[src/rtl/laser_pkg.sv]
// Shared definitions for the laser frame scheduler.
//   NPTS / CW : points per frame and coordinate width
//   PW        : width of the point index counter
//   state_t   : scheduler FSM states (also exported on dbg_state)
//   pt_t      : one point {x, y}
//   res_t     : one result {c1x, c1y, c2x, c2y}
//
// Handshake rule used on every valid/ready pair in this block: a transfer
// happens on the rising CLK edge where valid and ready are both high; the
// sender keeps valid and data stable until that edge, and ready may change
// freely while valid is low.
package laser_pkg;

  localparam int NPTS = 40;
  localparam int CW   = 4;
  localparam int PW   = $clog2(NPTS);

  typedef enum logic [2:0] {
    ST_IDLE   = 3'd0,
    ST_FILL   = 3'd1,
    ST_STREAM = 3'd2,
    ST_WAIT   = 3'd3,
    ST_RESULT = 3'd4
  } state_t;

  typedef struct packed {
    logic [CW-1:0] x;
    logic [CW-1:0] y;
  } pt_t;

  typedef struct packed {
    logic [CW-1:0] c1x;
    logic [CW-1:0] c1y;
    logic [CW-1:0] c2x;
    logic [CW-1:0] c2y;
  } res_t;

  // Point index increment that wraps back to 0 after the last point.
  function automatic logic [PW-1:0] wrap_inc(input logic [PW-1:0] v);
    return (v == PW'(NPTS - 1)) ? '0 : v + PW'(1);
  endfunction

endpackage

[src/rtl/laser_pt_buf.sv]
// Frame buffer: NPTS entries of one packed point {x, y}.
//   CLK, RST : clock, asynchronous active-high reset (read register only)
//   wr_en    : write wr_pt into entry wr_idx on the rising edge
//   rd_en    : load entry rd_idx into rd_pt on the rising edge
//   rd_pt    : registered read data; forced to 0 whenever rd_en is low so the
//              engine bus is quiet outside the streaming window
module laser_pt_buf
  import laser_pkg::*;
(
  input  logic            CLK,
  input  logic            RST,
  input  logic            wr_en,
  input  logic [PW-1:0]   wr_idx,
  input  logic [2*CW-1:0] wr_pt,
  input  logic            rd_en,
  input  logic [PW-1:0]   rd_idx,
  output logic [2*CW-1:0] rd_pt
);

  // Storage holds no reset: a new frame always overwrites every entry
  // before it is streamed.
  logic [2*CW-1:0] mem [NPTS];

  always_ff @(posedge CLK) begin
    if (wr_en) begin
      mem[wr_idx] <= wr_pt;
    end
  end

  always_ff @(posedge CLK or posedge RST) begin
    if (RST) begin
      rd_pt <= '0;
    end else if (rd_en) begin
      rd_pt <= mem[rd_idx];
    end else begin
      rd_pt <= '0;
    end
  end

endmodule

[src/rtl/laser_frame_sched.sv]
// Front-end scheduler for the two-circle laser coverage engine.
// Collects a full NPTS-point frame from one of two requesters (frame-level
// round robin), streams it gap-free to the engine, waits for the engine under
// a watchdog, and hands the circle centres back with valid/ready.
//   CLK, RST                 : clock, asynchronous active-high reset
//   s0_* / s1_*              : point input ports (valid/ready, x, y)
//   eng_load, eng_x, eng_y   : point stream, NPTS consecutive cycles per frame
//   eng_done, eng_c*         : engine completion pulse and centres
//   eng_abort                : one-cycle pulse when the watchdog expires
//   res_*                    : result port (valid/ready, src, timeout, centres)
//   dbg_state                : current FSM state (state_t encoding)
// TIMEOUT must be below 2**TOW.
module laser_frame_sched
  import laser_pkg::*;
#(
  parameter int TIMEOUT = 30000,
  parameter int TOW     = 16
) (
  input  logic          CLK,
  input  logic          RST,
  input  logic          s0_valid,
  output logic          s0_ready,
  input  logic [CW-1:0] s0_x,
  input  logic [CW-1:0] s0_y,
  input  logic          s1_valid,
  output logic          s1_ready,
  input  logic [CW-1:0] s1_x,
  input  logic [CW-1:0] s1_y,
  output logic          eng_load,
  output logic [CW-1:0] eng_x,
  output logic [CW-1:0] eng_y,
  input  logic          eng_done,
  input  logic [CW-1:0] eng_c1x,
  input  logic [CW-1:0] eng_c1y,
  input  logic [CW-1:0] eng_c2x,
  input  logic [CW-1:0] eng_c2y,
  output logic          eng_abort,
  output logic          res_valid,
  input  logic          res_ready,
  output logic          res_src,
  output logic          res_timeout,
  output logic [CW-1:0] res_c1x,
  output logic [CW-1:0] res_c1y,
  output logic [CW-1:0] res_c2x,
  output logic [CW-1:0] res_c2y,
  output logic [2:0]    dbg_state
);

  state_t          state, state_nx;
  logic            gsel, gsel_nx;
  logic            last_grant;
  logic [PW-1:0]   pt_cnt;
  logic [TOW-1:0]  wd_cnt;
  logic            last_pt;
  logic            fill_hs;
  logic            expire;
  logic [2*CW-1:0] wr_pt;
  logic [2*CW-1:0] rd_pt;
  pt_t             rd_s;
  res_t            res_q;

  assign last_pt   = (pt_cnt == PW'(NPTS - 1));
  assign dbg_state = state;

  // Next state, grant and point-port readies.
  always_comb begin
    state_nx = state;
    gsel_nx  = gsel;
    s0_ready = 1'b0;
    s1_ready = 1'b0;
    fill_hs  = 1'b0;
    expire   = 1'b0;
    wr_pt    = gsel ? {s1_x, s1_y} : {s0_x, s0_y};
    unique case (state)
      ST_IDLE: begin
        // The grant is taken here; the first point is accepted next cycle.
        if (s0_valid && s1_valid) begin
          gsel_nx  = ~last_grant;
          state_nx = ST_FILL;
        end else if (s0_valid) begin
          gsel_nx  = 1'b0;
          state_nx = ST_FILL;
        end else if (s1_valid) begin
          gsel_nx  = 1'b1;
          state_nx = ST_FILL;
        end
      end
      ST_FILL: begin
        s0_ready = ~gsel;
        s1_ready = gsel;
        fill_hs  = gsel ? s1_valid : s0_valid;
        if (fill_hs && last_pt) begin
          state_nx = ST_STREAM;
        end
      end
      ST_STREAM: begin
        if (last_pt) begin
          state_nx = ST_WAIT;
        end
      end
      ST_WAIT: begin
        // A done pulse in the expiry cycle takes priority over the abort.
        if (eng_done) begin
          state_nx = ST_RESULT;
        end else if (wd_cnt == TOW'(TIMEOUT - 1)) begin
          expire   = 1'b1;
          state_nx = ST_RESULT;
        end
      end
      ST_RESULT: begin
        if (res_ready) begin
          state_nx = ST_IDLE;
        end
      end
      default: state_nx = ST_IDLE;
    endcase
  end

  always_ff @(posedge CLK or posedge RST) begin
    if (RST) begin
      state       <= ST_IDLE;
      gsel        <= 1'b0;
      last_grant  <= 1'b1;
      pt_cnt      <= '0;
      wd_cnt      <= '0;
      eng_load    <= 1'b0;
      eng_abort   <= 1'b0;
      res_valid   <= 1'b0;
      res_src     <= 1'b0;
      res_timeout <= 1'b0;
      res_q       <= '0;
    end else begin
      state     <= state_nx;
      gsel      <= gsel_nx;
      // eng_load lags STREAM by one cycle to line up with the registered
      // buffer read of buf[pt_cnt].
      eng_load  <= (state == ST_STREAM);
      eng_abort <= expire;
      if (fill_hs || (state == ST_STREAM)) begin
        pt_cnt <= wrap_inc(pt_cnt);
      end
      wd_cnt <= (state == ST_WAIT) ? wd_cnt + TOW'(1) : '0;
      if ((state == ST_WAIT) && eng_done) begin
        res_q       <= {eng_c1x, eng_c1y, eng_c2x, eng_c2y};
        res_timeout <= 1'b0;
        res_valid   <= 1'b1;
        res_src     <= gsel;
      end else if (expire) begin
        res_q       <= '0;
        res_timeout <= 1'b1;
        res_valid   <= 1'b1;
        res_src     <= gsel;
      end
      if ((state == ST_RESULT) && res_ready) begin
        res_valid  <= 1'b0;
        last_grant <= gsel;
      end
    end
  end

  laser_pt_buf u_buf (
    .CLK    (CLK),
    .RST    (RST),
    .wr_en  (fill_hs),
    .wr_idx (pt_cnt),
    .wr_pt  (wr_pt),
    .rd_en  (state == ST_STREAM),
    .rd_idx (pt_cnt),
    .rd_pt  (rd_pt)
  );

  assign rd_s    = rd_pt;
  assign eng_x   = rd_s.x;
  assign eng_y   = rd_s.y;
  assign res_c1x = res_q.c1x;
  assign res_c1y = res_q.c1y;
  assign res_c2x = res_q.c2x;
  assign res_c2y = res_q.c2y;

endmodule

[config.mk]
export PLATFORM = sky130hd
export DESIGN_NAME = laser_frame_sched
export DESIGN_NICKNAME = d
export VERILOG_FILES = /design/src/rtl/laser_pkg.sv /design/src/rtl/laser_pt_buf.sv /design/src/rtl/laser_frame_sched.sv
export SDC_FILE = /design/constraint.sdc
export NUM_CORES = 1
export LEC_CHECK = 0
export CORE_ASPECT_RATIO = 0.6
export CORE_UTILIZATION = 39
export DETAILED_ROUTE_END_ITERATION = 8
export GPL_TIMING_DRIVEN = 1
export HOLD_SLACK_MARGIN = 0.05
export PLACE_DENSITY = 0.66
export SLEW_MARGIN = 40
export SYNTH_ARGS = -nofsm -noshare
export SYNTH_HDL_FRONTEND = slang
export SYNTH_SLANG_ARGS = --single-unit
[constraint.sdc]
create_clock -name CLK -period 3.35 [get_ports CLK]
set_input_delay 0.67 -clock CLK [delete_from_list [all_inputs] [get_ports CLK]]
set_output_delay 0.67 -clock CLK [all_outputs]
set_load 0.05 [all_outputs]
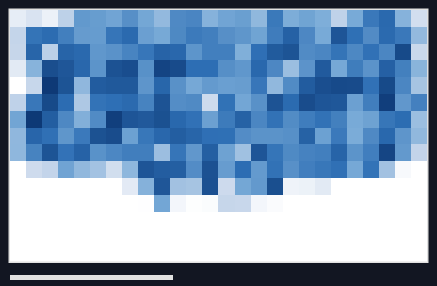
Fig. 1. Cell density map (run 1).
Scale bar: 100 µm. The die is cut into 26 by 15 equal tiles; white is low, dark blue is high, 0 to 100% covered.
emptiest ninth of the die = bottom right
nearly empty tiles = 29%
fullest tile = 96%

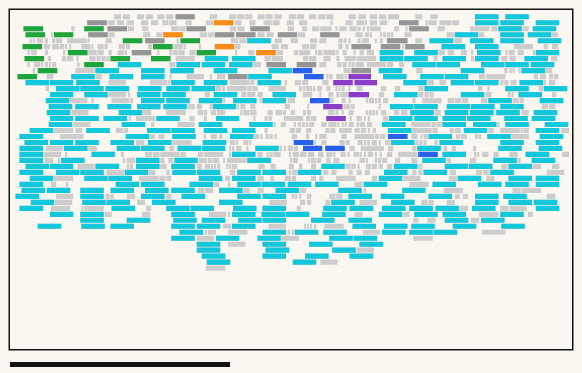
Fig. 2. Sequential cells grouped by signal name (run 1).
Scale bar: 100 µm.
blue -> u_buf.rd_pt  # placed flops 8
cyan -> u_buf.mem  # placed flops 320
purple -> pt_cnt  # placed flops 6, where top middle
orange -> res_c2x  # placed flops 4
green -> wd_cnt  # placed flops 16, where top left
not coloured = 22

==> summary.txt, run 1 <==
Implementation results are summarized by area below.

Power
In this run the VDD rail shows a maximum IR drop of 0.384 mV. The power report attributes to the combinational group a share of 0.307. The power report attributes to the sequential group a share of 0.418. The internal power component is roughly 9400 µW.

Layout
The area taken by flip-flops and latches is 11000 µm². The number of flip-flops under the largest register name is 320. u_buf.mem holds more flip-flops than any other register. Measured on the final layout, the clock distribution area share stands at 0.0623. Per the layout area report, the combinational gate area comes to 3690 µm². The buffering overhead is 0.0749. After filler insertion, the fill cell instance count of the layout stands at 3226. In the layout the commonest cells are sky130_fd_sc_hd__edfxtp_1 (320), sky130_fd_sc_hd__buf_4 (82), sky130_fd_sc_hd__clkdlybuf4s50_1 (71). Per the layout area report, the combinational fraction of cell area is 0.207.

The multi-input combinational cell count is 473. Ranked by total area, the top cell class in this layout is flip-flops and latches. The signed area change from the synthesized netlist to the final layout is 18.8%. The largest registers in the layout are u_buf.mem x320, wd_cnt x16, u_buf.rd_pt x8. The number of antenna diodes in the final layout is 0.

Die
The floorplan step records an initial core utilization of 0.397. The die area is 39300 µm². Tap insertion was completed with 513 tapcells. 72 I/O pins were placed.

Global routing
The wire length of the first global-routing pass is 58500 µm. The number of antenna violations at the first check in global routing is 1.

Logic synthesis
The share of synthesized area in the top cell type comes to 0.640. The synthesized flop and latch total is about 380. The count of unique library cells instantiated by Yosys is 60. The warning count from the yosys run is 0. Counting flops with a built-in enable in the synthesized netlist gives 320. The leading register cell type out of synthesis is sky130_fd_sc_hd__edfxtp_1. Dividing the synthesized area by the synthesized cell count gives ~16 µm². The netlist area before placement is 15000 µm². The portion of netlist area occupied by mux cells is 0.0805. The cell taking the most area after synthesis is sky130_fd_sc_hd__edfxtp_1. The cell count listed in synth_stat.txt is 923. By area the synthesized netlist is led by sky130_fd_sc_hd__edfxtp_1 (64%), sky130_fd_sc_hd__dfrtp_1 (9.2%), sky130_fd_sc_hd__mux4_2 (4.5%), sky130_fd_sc_hd__mux2_2 (2.9%), sky130_fd_sc_hd__a221oi_1 (2.7%). In this run, the synthesized area fraction spent on AND-OR/OR-AND gates is recorded as 0.0851.

Clock network
The post-cts resize count is 0. The clock insertion delay at the later pin of the skew report is 0.52 ns. The total of hold buffers inserted after clock tree synthesis is 0. The cell sitting at the root of the clock tree is a sky130_fd_sc_hd__clkbuf_16. The number of CTS-inserted buffers is 34. The count of buffers added by post-CTS timing repair for setup is 0.

The clock-pin slew of the registers on the worst-case setup and hold paths is 0.07 ns.

Worst hold path
The hold-critical path depth is 1. The start point of the worst hold path is wd_cnt[0]. The type of the tightest min-delay check is reg2reg.

Worst setup path
Listed in order, past its start point the critical path passes inv_1, nor2_1, clkdlybuf4s50_1. Per STA, the highest per-stage delay on the worst path measures 0.82 ns. The launch point of the critical path was reported as gsel.

The endpoint type of the worst setup path is an output pin. The OpenROAD report gives the critical path a required time of 2.68 ns. The startpoint kind of the worst setup timing path is a flop.

The data arrival time of the critical path is between 2 and 2.5 ns. The critical path's slowest stage uses the library cell sky130_fd_sc_hd__clkdlybuf4s50_1.

STA
Setup repair after global routing left no endpoint under its margin. For this run, the final setup violation count is recorded as 0. In the final report, the number of hold violations comes to 0.

Checking max transition, the worst relative margin is 0.438. For the final routed database, the setup TNS stands at 0 ns. The final max-slew violation count recorded for this run is 0.

Routing
The post-route antenna net violation count is 0. The first TritonRoute pass finished after 5 iterations. The routed design has 39000 µm of wire. The average routed wire per standard cell is 24.6 µm. The detail-routed via count per cell is 5.70.

Place
Per the placement log, port buffering inserted roughly 71 buffers.

Status
The run finished with clean final reports.
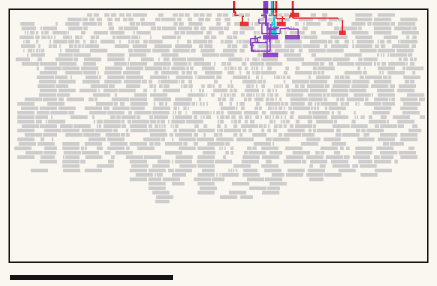
Fig. 3. Nets reached from selected ports (run 1).
Scale bar: 100 µm.
cyan -> s0_valid  # bits 1, direction input, end cells 4, buffers 1, wire 18.7 µm
purple -> dbg_state  # bits 3, direction output, end cells 3, buffers 3, wire 197 µm
red -> s0_x  # bits 4, direction input, end cells 4, buffers 4, wire 78.8 µm

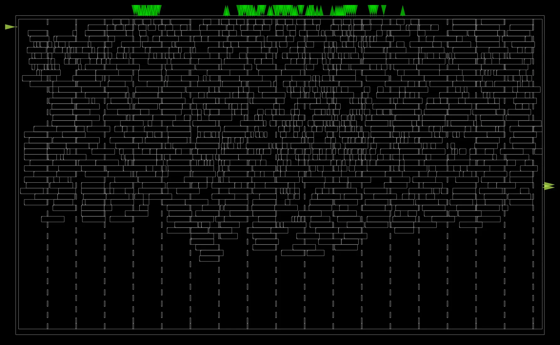
Fig. 4. Cell outlines without signal wires (run 1).
share of cell area taken by flip-flops and latches: 0.617
area of the placeable core: 37800 µm²
number of rows created at floorplan: 55

run 1: power by group through the flow:
| stage | Sequential, µW | Clock [µW] | Combinational [µW] |
|---|---|---|---|
| 2_1_floorplan | 5790 | 0 | 2710 |
| 3_3_place_gp | 6030 | 0 | 4200 |
| 3_5_place_dp | 6040 | 0 | 4220 |
| 4_1_cts | 5940 | 3960 | 4250 |
| 5_1_grt | 5980 | 4160 | 4600 |
| 6_report | 5950 | 3920 | 4370 |
run 1: per-stage QoR:
step / utilization / cell area (µm²) / worst slack [ns] / instances
CTS: 0.471 / 17800 / 0.303 / 1590
detailed placement: 0.442 / 16700 / 0.618 / 1529
finish: 0.472 / 17800 / 0.246 / 1590
global route: 0.472 / 17800 / 0.114 / 1590
floorplan: - / 15000 / 0.873 / 923
global placement: 0.441 / 16700 / 0.651 / 1529
run 1: cell usage after synthesis, drive strengths merged (4+ instances only):
master / number
o21ai: 23
and3: 11
nand2: 53
nor2b: 5
and4: 8
nor2: 68
a22oi: 23
nor3b: 4
clkbuf: 23
a41oi: 4
or3: 4
mux2: 40
and2: 10
xnor2: 8
edfxtp: 320
a22o: 17
a31oi: 14
a221oi: 46
nand3: 17
mux4: 30
buf: 38
xor2: 7
o22ai: 14
a32oi: 5
inv: 12
mux2i: 8
dfrtp: 55
a21oi: 12
nor3: 14
run 1: worst max-delay path, delay by kind of cell, from the launching register on:
| family | cells | cell delay, ns |
|---|---|---|
| buffers and inverters | 2 | 0.98 |
| DFF | 1 | 0.77 |
| and+or+nand+nor | 1 | 0.16 |
run 1: metal layers:
metal / up-vias / part of all wire / track usage
li1: 3925 / - / -
met2: 519 / 0.39 / 0.253
met4: 0 / 0.013 / 0.0353
met5: - / 0 / 0
met3: 53 / 0.14 / 0.0846
met1: 4571 / 0.46 / 0.314
Fig. 5: run 1, floorplan with the power grid
Scale bar: 100 µm. Pins as bars on the die edge. Tap cells in grey.
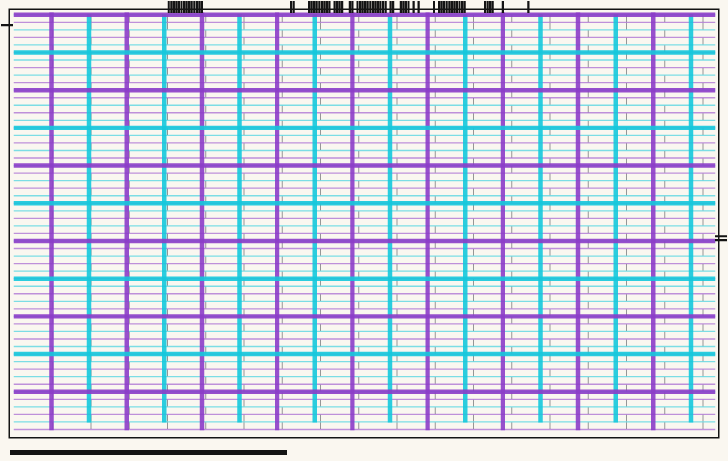

## Run 2: what changed since run 1
REMOVE_ABC_BUFFERS = 1   (was unset)
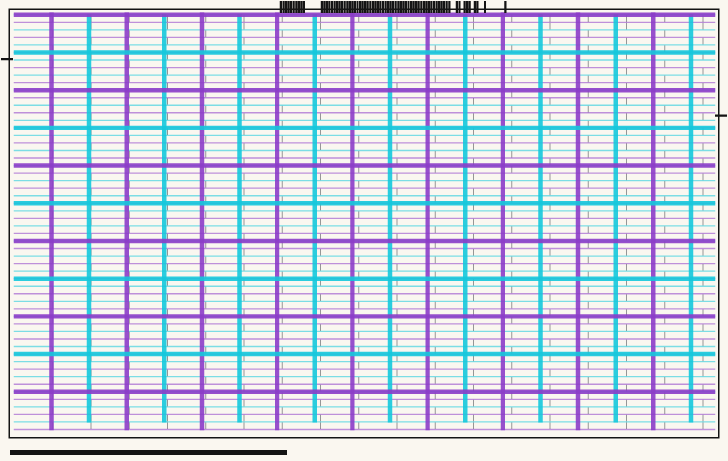
Fig. 6. Floorplan with the power grid (run 2).
Scale bar: 100 µm. Pins as bars on the die edge. Tap cells in grey.
purple -> VSS
cyan -> VDD
met1 rails = 56
met5 straps = 11
met4 straps = 18
signal pins = 72
tap cells = 513

==> run 2 against run 1 <==
Against the previous run: critical endpoint unchanged; global-route usage grew 1.6 points; synthesized cell count is the same; flip-flop count is the same; highest routed layer is now met5.
==> summary.txt, run 2 <==
Implementation results are summarized by area below.

Status
The flow ran to the end, and the final reports show no timing, DRC or antenna violations.

Layout
Counting the fill cells in the layout gives ~3200. The area occupied by multi-input gates is 3670 µm². The register with the most flip-flops in the layout has around 320 of them. Per the layout area report, the register area comes to 11000 µm². The flow measured a signed area growth from synthesis to layout of 19.2%. The diode insertion count for antenna repair is 0. The most common logic cells in the final layout are sky130_fd_sc_hd__edfxtp_1 (320), sky130_fd_sc_hd__buf_4 (87), sky130_fd_sc_hd__clkdlybuf4s50_1 (71).

Logic synthesis
sky130_fd_sc_hd__edfxtp_1 takes more of the synthesized area than any other cell. The AND-OR/OR-AND share of the synthesized area is 0.0851. The post-synth tally of flip-flops with integrated enable is roughly 320. The share of synthesized area in the top cell type comes to 0.640. After synthesis, the design contains roughly 920 cells according to Yosys.

Yosys reported a register bit count of ~380. The most frequently used library cell after synthesis is sky130_fd_sc_hd__edfxtp_1. The portion of netlist area occupied by mux cells is 0.0805. The synthesis run shows the most used standard cells to be sky130_fd_sc_hd__edfxtp_1 (320), sky130_fd_sc_hd__nor2_1 (68), sky130_fd_sc_hd__dfrtp_1 (55). The average footprint of a synthesized cell is about 16 µm².

The warning count from the yosys run is 0. Yosys mapped the design onto 60 distinct sky130hd cell types. Among all flip-flop cells after synthesis, the most frequent one is sky130_fd_sc_hd__edfxtp_1. By area the synthesized netlist is led by sky130_fd_sc_hd__edfxtp_1 (64%), sky130_fd_sc_hd__dfrtp_1 (9.2%), sky130_fd_sc_hd__mux4_2 (4.5%), sky130_fd_sc_hd__mux2_2 (2.9%), sky130_fd_sc_hd__a221oi_1 (2.7%).

Power
The part of the total power dissipated in combinational logic is 0.325. The group drawing the most power is sequential cells. The fraction of power consumed by the clock network is 0.272. The sequential power is 5830 µW. Per the power-grid run, VDD falls by no more than ~0.39 mV. Combinational cells consume a total of about 4700 µW.

Internal power comes to around 9400 µW. The sequential share of power is 0.403. Summed over the clock group, the power is ~4000 µW.

STA
Per the final timing report, the hold violations number 0. The headroom to the max-slew limit is 0.502. The count of final setup violators is 0.

The max-slew violation total from the final report is 0. Setup repair after global routing left no endpoint under its margin. Looking at the max-slew report, the worst-margin pin has a slew of 0.747 ns. The worst-case setup margin in the final layout is approximately 0.4 ns.

Worst setup path
The number of gates on the worst path with buffers counted is 4. For this design, the slowest cell found on the critical path is sky130_fd_sc_hd__clkdlybuf4s50_1. The kind of cell with the highest combined delay on the critical path is buffers and inverters. The worst setup path is launched from a flop. The data arrival time of the critical path is between 2 and 2.5 ns. STA classifies the critical path endpoint as an output pin. The combined buffer and inverter count along the critical path is 2. The required time reported for the critical path endpoint is 2.68 ns.

The signal on the critical path passes through inv_1, nand3_1, nor2_1, clkdlybuf4s50_1. The largest single stage delay on the critical path is 0.83 ns.

Routing
The post-route antenna net violation count is 0. The iteration count recorded for the first detailed-route pass is 6. The average routed wire per standard cell is ~27 µm. The detailed-route via count is around 9400.

Global routing
Entering global routing, the biggest net connects 41 pins. The wire length of the first global-routing pass is about 62000 µm. The number of antenna violations at the first check in global routing is 0.

Clock network
The number of CTS-inserted buffers is 35. The post-cts resize count is 0. Buffers inserted to repair hold after CTS numbered 0. The number of setup buffers added after CTS is 0. The cell sitting at the root of the clock tree is a sky130_fd_sc_hd__clkbuf_16.

The clock-pin slew of the registers on the worst-case setup and hold paths is approximately 0.06 ns. At the later pin of the worst-skew pair, clock insertion delay measures 0.53 ns.

Die
The chip occupies 39300 µm². The floorplan report gives the top-level pin count as 72. The height of the die is 154 µm. The number of placement rows is about 55. Per the OpenROAD floorplan log, the area of the core is 37800 µm². The starting density of the core is 0.397.

Place
The number of port buffers is a little over 70. The worst setup timing slack at the placement stage is 0.659 ns. The area after detailed placement is 16800 µm².

Worst hold path
The type of the tightest min-delay check is reg2reg. The hold-critical path depth is 2.

Flow run
The count of max-cap constraint violations is 0.
run 2: cell count changes in the layout (fill, tap and decap cells not counted), moves of 3 or more:
| cell | before | now |
|---|---|---|
| sky130_fd_sc_hd__buf_12 | 0 | 3 |
| sky130_fd_sc_hd__clkinv_1 | 6 | 3 |
| sky130_fd_sc_hd__mux2_2 | 34 | 39 |
| sky130_fd_sc_hd__clkinv_2 | 3 | 6 |
| sky130_fd_sc_hd__buf_4 | 82 | 87 |
| sky130_fd_sc_hd__mux2_4 | 6 | 1 |
| sky130_fd_sc_hd__clkbuf_1 | 9 | 14 |
run 2: metal layers:
layer  global-route usage  share of wire  up-vias
met1                0.341           0.44     4755
met4               0.0384          0.013        4
met5               0.0229         0.0029        -
met2                0.274           0.40      681
li1                     -              -     3935
met3               0.0842           0.14       57
run 2: metrics by stage:
stage	util	cells	hold slack [ns]	setup TNS (ns)	total power [µW]
after floorplan	-	862	0.448	-17.85	8310
after global placement	0.444	1536	0.469	0	10400
after detailed placement	0.444	1536	0.475	0	10400
after CTS	0.473	1599	0.484	0	14300
after global routing	0.473	1599	0.518	0	14900
final	0.473	1599	0.483	0	14500
run 2: layout make-up:
class	count	area share
sequential	376	0.615
tap	513	0.0358
multi-input combinational	473	0.205
inverter	13	0.00272
clock inverter	10	0.00545
timing repair buffer	161	0.0795
clock buffer	53	0.0562
run 2: path summary, 6_finish.rpt:
path	from	slack (ns)	end
setup / recovery	dbg_state[2]	0.40	s1_ready
min in group asynchronous	RST	0.58	wd_cnt[14]
max in group asynchronous	RST	1.95	res_c1y[3]
setup reg to reg	pt_cnt[1]	0.62	u_buf.rd_pt[3]
hold / removal	last_grant	0.48	last_grant
hold reg to reg	last_grant	0.48	last_grant
## Run 3: what changed since run 2
GPL_TIMING_DRIVEN = 0   (was 1)
PLACE_DENSITY = 0.58   (was 0.66)
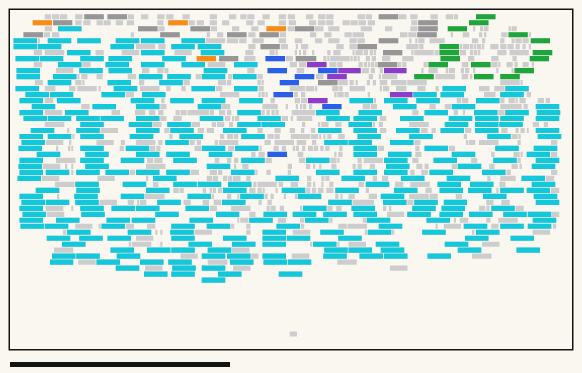
Fig. 7. Sequential cells grouped by signal name (run 3).
Scale bar: 100 µm.
blue -> u_buf.rd_pt  # placed flops 8, where top middle
purple -> pt_cnt  # placed flops 6, where top middle
cyan -> u_buf.mem  # placed flops 320
green -> wd_cnt  # placed flops 16, where top right
orange -> res_c2x  # placed flops 4
not coloured = 22

==> run 3 against run 2 <==
Against the previous run: synthesized area is the same; highest routed layer unchanged; critical path type is now reg2reg; combinational power shrank 5.5%; register-to-register slack lost 0.39 ns.
==> summary.txt, run 3 <==
Implementation results are summarized by area below.

Worst setup path
The timing report attributes the biggest portion of critical-path delay to simple AND/OR/NAND/NOR gates. Per STA, the worst path is made up of buf_12, buf_12, inv_2, nand2_1, nor2_1. The slowest stage of the critical path belongs to the cell sky130_fd_sc_hd__nor2_1. The critical path maximum fanout is 35. Together, buffers and inverters on the worst path number 3. According to the timing report, the data required time at the worst endpoint equals 3.51 ns. The longest individual stage delay on the worst path is 0.74 ns. The worst register-to-register path has a setup slack of 0.23 ns. At the worst endpoint, the arrival time is 3.29 ns.

The endpoint type of the worst setup path is a flop. STA classifies the critical path startpoint as a flop.

Logic synthesis
The area fraction of the largest cell type after synthesis is 0.640. The synthesized flop and latch total is 376. The mapped netlist covers 15000 µm². The synthesis log from Yosys contains 0 warnings.

The most used standard cell by instance count after synthesis is sky130_fd_sc_hd__edfxtp_1. Per the post-synthesis stats, the area per cell is roughly 16 µm². The post-synth tally of flip-flops with integrated enable is roughly 320. Post-synth the commonest register cell is sky130_fd_sc_hd__edfxtp_1. The synth_stat.txt file lists the number of cells as slightly above 900. The synthesized instance count is approximately 900.

The count of unique library cells instantiated by Yosys is 60. Yosys attributes the largest share of cell area to sky130_fd_sc_hd__edfxtp_1 (64%), sky130_fd_sc_hd__dfrtp_1 (9.2%), sky130_fd_sc_hd__mux4_2 (4.5%), sky130_fd_sc_hd__mux2_2 (2.9%), sky130_fd_sc_hd__a221oi_1 (2.7%). Sorting the Yosys area breakdown by cell type puts at the top sky130_fd_sc_hd__edfxtp_1. By count the netlist is led by sky130_fd_sc_hd__edfxtp_1 (320), sky130_fd_sc_hd__nor2_1 (68), sky130_fd_sc_hd__dfrtp_1 (55).

Routing
The detailed-route via count is 8901. The wire length on met1 is 19100 µm. The detail-routed via count per cell is 5.84.

Detailed routing placed a total of 15500 µm of wire on met2. The wire length reported by the detailed router is 39300 µm. The script logs the mean routed wire length per placed instance as 25.8 µm. The highest metal layer with signal wires is met5. After detailed routing, the met3 layer carries 3880 µm of wire. The total iterations of the first detailed-routing run is 6. The post-route antenna net violation count is 0.

Clock network
The clock insertion delay at the later pin of the skew report is 0.54 ns. Hold repair after CTS inserted 0 buffers. The clock-pin slew of the registers on the worst-case setup and hold paths is 0.07 ns. Per the TritonCTS log, the buffer count is 34. After clock tree synthesis, the setup repair step added 0 buffers. The tree is rooted in a sky130_fd_sc_hd__clkbuf_16. The number of gates resized after CTS was 0.

Power
Looking at the VDD voltage map, the peak drop is 0.507 mV. Total power normalized to cell area comes to 803 nW/µm².

Flow run
The run reported a max-capacitance violation count of 0.

Die
The starting density of the core is 0.397. The number of primary I/O pins is 72. The die area is about 39000 µm². In this run the standard cell core region covers 37800 µm². Per the OpenROAD floorplan log, the height of the die is about 150 µm.

The number of placement rows is between 50 and 60.

Global routing
Global route summary, busiest routing layer listed as met1. The global-route usage over all layers is 0.202. The largest net degree at the start of global routing is 41. In the global route stage, met1 resource usage came out at 0.331. met2 track demand over resource after global routing is 0.259. The wire length of the first global-routing pass is between 50000 and 60000 µm.

The number of antenna violations at the first check in global routing is 0. The met3 usage in global routing is 0.0513.

Status
The run finished with clean final reports.

STA
The count of final setup violators is 0. For reference, the final report shows the hold violation count at 0. The final critical path time including I/O delays and setup is 3.12 ns. Summed over all failing endpoints, the final setup total negative slack is 0 ns.

Checking max transition, the worst relative margin is 0.401. Setup repair after global routing left no endpoint under its margin. For the pin with the worst max-slew slack, the measured transition is 0.895 ns.

Dividing the final minimum period by the clock period gives 0.933. Pins over their slew limit in the final report were tallied at 0.

Layout
The diode insertion count for antenna repair is 0. The largest registers in the layout are u_buf.mem x320, wd_cnt x16, u_buf.rd_pt x8. Counting flops per register, the top entry is u_buf.mem.

For the completed layout, the total cell area is recorded as 17600 µm². The register with the most flip-flops in the layout has approximately 320 of them. Fill cells in the final layout number 3311. The most common logic cells in the final layout are sky130_fd_sc_hd__edfxtp_1 (320), sky130_fd_sc_hd__clkdlybuf4s50_1 (71), sky130_fd_sc_hd__nand2_1 (53).

Place
Summing all placed instances gives a cell area of approximately 16000 µm². Port buffering added about 71 buffers.

Worst hold path
In this run the worst hold path is classified as in2async.
-- run 3: path summary, 6_finish.rpt --
check / startpoint / end / cells after the start
setup / recovery: pt_cnt[2] / u_buf.mem[1][4] / 5
hold / removal: RST / wd_cnt[13] / 2
setup reg to reg: pt_cnt[2] / u_buf.mem[1][4] / 5
hold reg to reg: last_grant / last_grant / 2
max in group asynchronous: RST / last_grant / 3
min in group CLK: last_grant / last_grant / 2
-- run 3: report_power, final --
part	internal [µW]	switching, µW
logic	1530	2920
registers	5600	335
clock network	2050	1720
-- run 3: cell type report --
class | instances | area (µm²) | area share
Tap cell | 513 | 642 | 0.0365
Inverter | 13 | 52.6 | 0.00299
Sequential cell | 376 | 11000 | 0.626
Clock inverter | 17 | 113 | 0.00640
Multi-Input combinational cell | 473 | 3840 | 0.218
Timing Repair Buffer | 88 | 1000 | 0.0569
Clock buffer | 44 | 930 | 0.0528
-- run 3: stage by stage --
step | hold WS, ns | power [µW] | std cells | util | worst slack, ns
2_1_floorplan | 0.448 | 8310 | 862 | - | -0.868
3_3_place_gp | 0.477 | 10000 | 1446 | 0.425 | -4.09
3_5_place_dp | 0.481 | 10300 | 1462 | 0.435 | -0.112
4_1_cts | 0.419 | 14000 | 1523 | 0.463 | 0.203
5_1_grt | 0.440 | 14600 | 1524 | 0.465 | 0.145
6_report | 0.421 | 14100 | 1524 | 0.465 | 0.226
-- run 3: cells by family after synthesis --
kind of cell / Yosys count / synth area share
buffers and inverters: 74 / 0.0235
and+or+nand+nor: 208 / 0.0676
muxes: 78 / 0.0805
xor gates and xnor gates: 15 / 0.00874
DFF: 376 / 0.733
adders and majority gates: 2 / 0.00167
AOI/OAI and AO/OA: 170 / 0.0851
No activity file was given, so power comes from the tool's default toggle rates.
